### src/rtl/alu_pkg.sv
// Shared opcodes and width for the Y86 execute-stage ALU.
package alu_pkg;

  localparam int WIDTH = 64;

  localparam logic [1:0] ALU_ADD = 2'b00;
  localparam logic [1:0] ALU_SUB = 2'b01;
  localparam logic [1:0] ALU_AND = 2'b10;
  localparam logic [1:0] ALU_XOR = 2'b11;

endpackage

### src/rtl/alu_64_if.sv
// Operand/opcode bundle into the ALU and registered result back out.
interface alu_64_if;
  import alu_pkg::*;

  logic [1:0]       control_signal;
  logic [WIDTH-1:0] a;
  logic [WIDTH-1:0] b;
  logic [WIDTH-1:0] op_out;
  logic             overflow;

  modport master (
    output control_signal,
    output a,
    output b,
    input  op_out,
    input  overflow
  );

  modport slave (
    input  control_signal,
    input  a,
    input  b,
    output op_out,
    output overflow
  );

endinterface

### src/rtl/add_sub_64.sv
// Shared 64-bit adder/subtractor built from a ripple of 1-bit full adders.
module add_sub_64
  import alu_pkg::*;
(
  input  logic [WIDTH-1:0] a,
  input  logic [WIDTH-1:0] b,
  input  logic             sub,
  output logic [WIDTH-1:0] sum,
  output logic             ovf
);

  logic [WIDTH-1:0] bx;
  logic [WIDTH-1:0] g;
  logic [WIDTH-1:0] p;
  logic [WIDTH:0]   c;

  // sub inverts b and doubles as carry-in: a + ~b + 1
  always_comb begin
    bx   = b ^ {WIDTH{sub}};
    g    = a & bx;
    p    = a ^ bx;
    c    = '0;
    c[0] = sub;
    for (int i = 0; i < WIDTH; i++) begin
      c[i+1] = g[i] | (p[i] & c[i]);
    end
    sum = p ^ c[WIDTH-1:0];
    ovf = c[WIDTH-1] ^ c[WIDTH];
  end

endmodule

### src/rtl/alu_64.sv
// 64-bit ADD/SUB/AND/XOR ALU with registered result and signed overflow.
module alu_64
  import alu_pkg::*;
(
  input  logic      clk,
  input  logic      rst_n,
  alu_64_if.slave   bus
);

  logic [WIDTH-1:0] sum;
  logic             add_ovf;
  logic             is_sub;

  logic [WIDTH-1:0] op_out_d;
  logic [WIDTH-1:0] op_out_q;
  logic             ovf_d;
  logic             ovf_q;

  assign is_sub = (bus.control_signal == ALU_SUB);

  add_sub_64 u_add_sub (
    .a   (bus.a),
    .b   (bus.b),
    .sub (is_sub),
    .sum (sum),
    .ovf (add_ovf)
  );

  always_comb begin
    op_out_d = '0;
    ovf_d    = 1'b0;
    unique case (1'b1)
      (bus.control_signal == ALU_ADD),
      (bus.control_signal == ALU_SUB): begin
        op_out_d = sum;
        ovf_d    = add_ovf;
      end
      (bus.control_signal == ALU_AND): begin
        op_out_d = bus.a & bus.b;
      end
      (bus.control_signal == ALU_XOR): begin
        op_out_d = bus.a ^ bus.b;
      end
      default: begin
        op_out_d = '0;
        ovf_d    = 1'b0;
      end
    endcase
  end

  always_ff @(posedge clk or negedge rst_n) begin
    if (!rst_n) begin
      op_out_q <= '0;
      ovf_q    <= 1'b0;
    end else begin
      op_out_q <= op_out_d;
      ovf_q    <= ovf_d;
    end
  end

  assign bus.op_out   = op_out_q;
  assign bus.overflow = ovf_q;

endmodule

### src/flat_wrapper.sv
// flat-port wrapper written by rule: the top's interface ports become plain ports
module alu_64_flat import alu_pkg::*;
  (clk, rst_n, bus_control_signal, bus_a, bus_b, bus_op_out, bus_overflow);
  alu_64_if bus_i ();
  input  logic clk;
  input  logic rst_n;
  input wire logic [$bits(bus_i.control_signal)-1:0] bus_control_signal;
  input wire logic [$bits(bus_i.a)-1:0] bus_a;
  input wire logic [$bits(bus_i.b)-1:0] bus_b;
  output wire logic [$bits(bus_i.op_out)-1:0] bus_op_out;
  output wire logic [$bits(bus_i.overflow)-1:0] bus_overflow;
  assign bus_i.control_signal = bus_control_signal;
  assign bus_i.a = bus_a;
  assign bus_i.b = bus_b;
  assign bus_op_out = bus_i.op_out;
  assign bus_overflow = bus_i.overflow;
  alu_64 u_core (.clk(clk), .rst_n(rst_n), .bus(bus_i));
endmodule
### config.mk
export PLATFORM = sky130hd
export DESIGN_NAME = alu_64_flat
export DESIGN_NICKNAME = d
export VERILOG_FILES = /design/src/rtl/alu_pkg.sv /design/src/rtl/alu_64_if.sv /design/src/rtl/add_sub_64.sv /design/src/rtl/alu_64.sv /design/src/flat_wrapper.sv
export SDC_FILE = /design/constraint.sdc
export NUM_CORES = 1
export LEC_CHECK = 0
export CORE_AREA = 2 2 114 116
export CTS_CLUSTER_SIZE = 14
export DETAILED_ROUTE_END_ITERATION = 8
export DIE_AREA = 0 0 116 118
export PLACE_DENSITY_LB_ADDON = 0.08
export SYNTH_ARGS = -nofsm -noshare
export SYNTH_HDL_FRONTEND = slang
export SYNTH_SLANG_ARGS = --single-unit
### constraint.sdc
create_clock -name clk -period 1.2 [get_ports clk]
set_clock_uncertainty 0.05 [all_clocks]
set_input_delay 0.24 -clock clk [delete_from_list [all_inputs] [get_ports clk]]
set_output_delay 0.24 -clock clk [all_outputs]
set_load 0.03 [all_outputs]
Fig. 1: clock nets
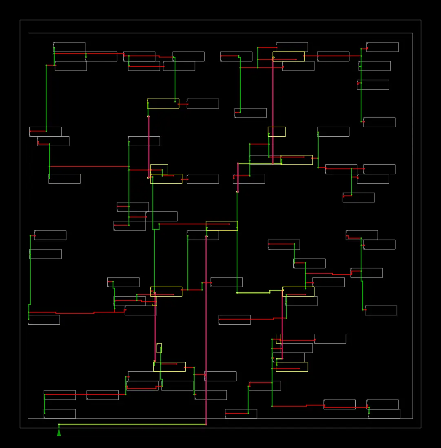
Layout clock buffers: 14
registers: 65
Power Clock: 2.42 mW

==> flow_metrics.env <==
# physical design summary
export IMPL_worstSetupPathType="in -> reg"
export IMPL_finalHoldViolations=0
export IMPL_antenna_found_initial=0
export IMPL_clock_path_buffers=2
export IMPL_drc=0
export IMPL_ios=197
export IMPL_violations="negative setup slack"
export IMPL_holdBufCountCts=1
export IMPL_period_minus_slack_ps=24120
export IMPL_post_cts_resized=17
export IMPL_startpoint="bus_control_signal[1]"
export IMPL_setup_slack_ps=-22920
export IMPL_grt_pass1_wl_mm=22.5
export IMPL_finalSetupViolCount=65
export IMPL_root_buffer="clkbuf_16"
export IMPL_finish_utilization_pct=69.1
export IMPL_met2_length_mm=7.24
export IMPL_placed_cells=878
export IMPL_grt_use_met1_pct=25.2
export IMPL_core_um2=12400
export IMPL_status="complete, but fails checks"
export IMPL_final_cells=894
export IMPL_cts_setup_buffers=1
export IMPL_swShare_pct=35.8
export IMPL_critPathSlowestCell="fa_1"
export IMPL_combPwrFrac_pct=47.1
Fig. 2: close-up of the layout
Region (43, 44) to (73, 74) µm. Cells in grey, sequential cells in the stronger grey; small squares are vias.
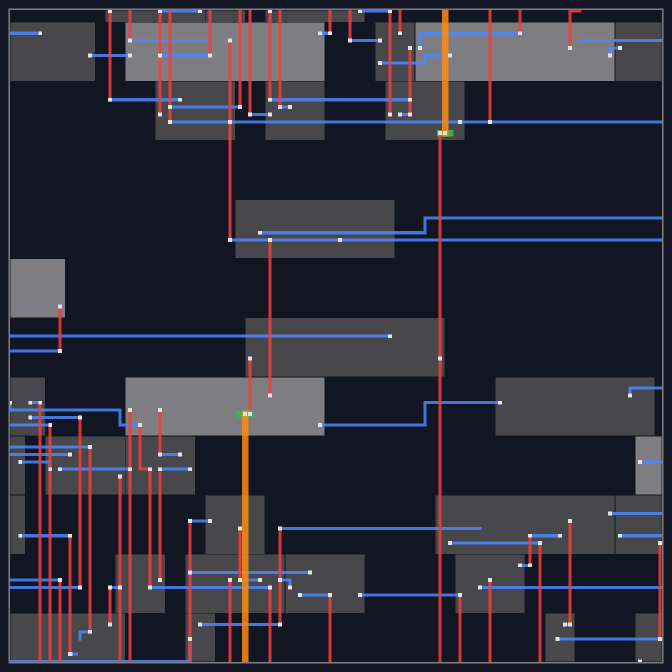
Red marks met2. Blue marks met1. Orange marks met4. Green marks met3.
Sequential cells in the window: 3. Most frequent: mux2i_1 (4), dfrtp_1 (3). Netlist names of flops here include u_core.bus.op_out (3). 22 logic cells have their middle in the window.

==> synthesized netlist by cell type (all sizes together) <==
cell type	number	area share, %
a21oi	61	5.3
buf	17	4.1
clkbuf	11	0.71
dfrtp	65	28
fa	63	22
ha	64	14
inv	5	0.32
mux2	1	0.19
mux2i	65	11
nand2	1	0.065
nand2b	1	0.24
nor2	62	4.0
nor2b	1	0.11
o21ai	1	0.087
xnor2	61	9.2
xor2	3	0.45
==> registers in the layout, indices dropped and copies added (netlist names) <==
register	count
u_core.bus.op_out	64
u_core.bus.overflow	1
==> cell families after synthesis <==
| kind of cell | Yosys count | synth area share [%] |
|---|---|---|
| adder cells (fa/ha/maj) | 127 | 35.7 |
| multiplexers | 66 | 11.5 |
| buffers and inverters | 33 | 5.18 |
| flip-flops | 65 | 28.2 |
| AND/OR/NAND/NOR | 65 | 4.44 |
| XOR/XNOR | 64 | 9.70 |
| AND-OR/OR-AND | 62 | 5.37 |
==> layout make-up <==
| class | count | area [µm²] | share of cell area [%] |
|---|---|---|---|
| clock buffers | 14 | 264 | 3.08 |
| inverters | 5 | 18.8 | 0.219 |
| repair buffers | 254 | 2320 | 27.1 |
| flip-flops and latches | 65 | 1630 | 19.0 |
| multi-input cells | 384 | 4130 | 48.2 |
| well taps | 172 | 215 | 2.51 |
==> power groups by stage <==
stage	clock, mW	sequential, mW	combinational [mW]
after floorplan	0	3.58	1.77
after global placement	0	2.77	4.33
after detailed placement	0	2.77	4.43
after CTS	2.49	2.74	4.48
after global routing	2.57	2.77	5.05
final	2.42	2.74	4.58
==> metrics by stage <==
step                      worst slack [ps]  TNS (ps)  cell area [µm²]
after floorplan                     -23150   -771690             5950
after global placement              -23540   -786370             8150
after detailed placement            -23710   -793600             8150
after CTS                           -23120   -753730             8460
after global routing                -23730   -774110             8580
final                               -22920   -747860             8580
Power figures rest on the tool's default switching activity, not on a simulated workload.
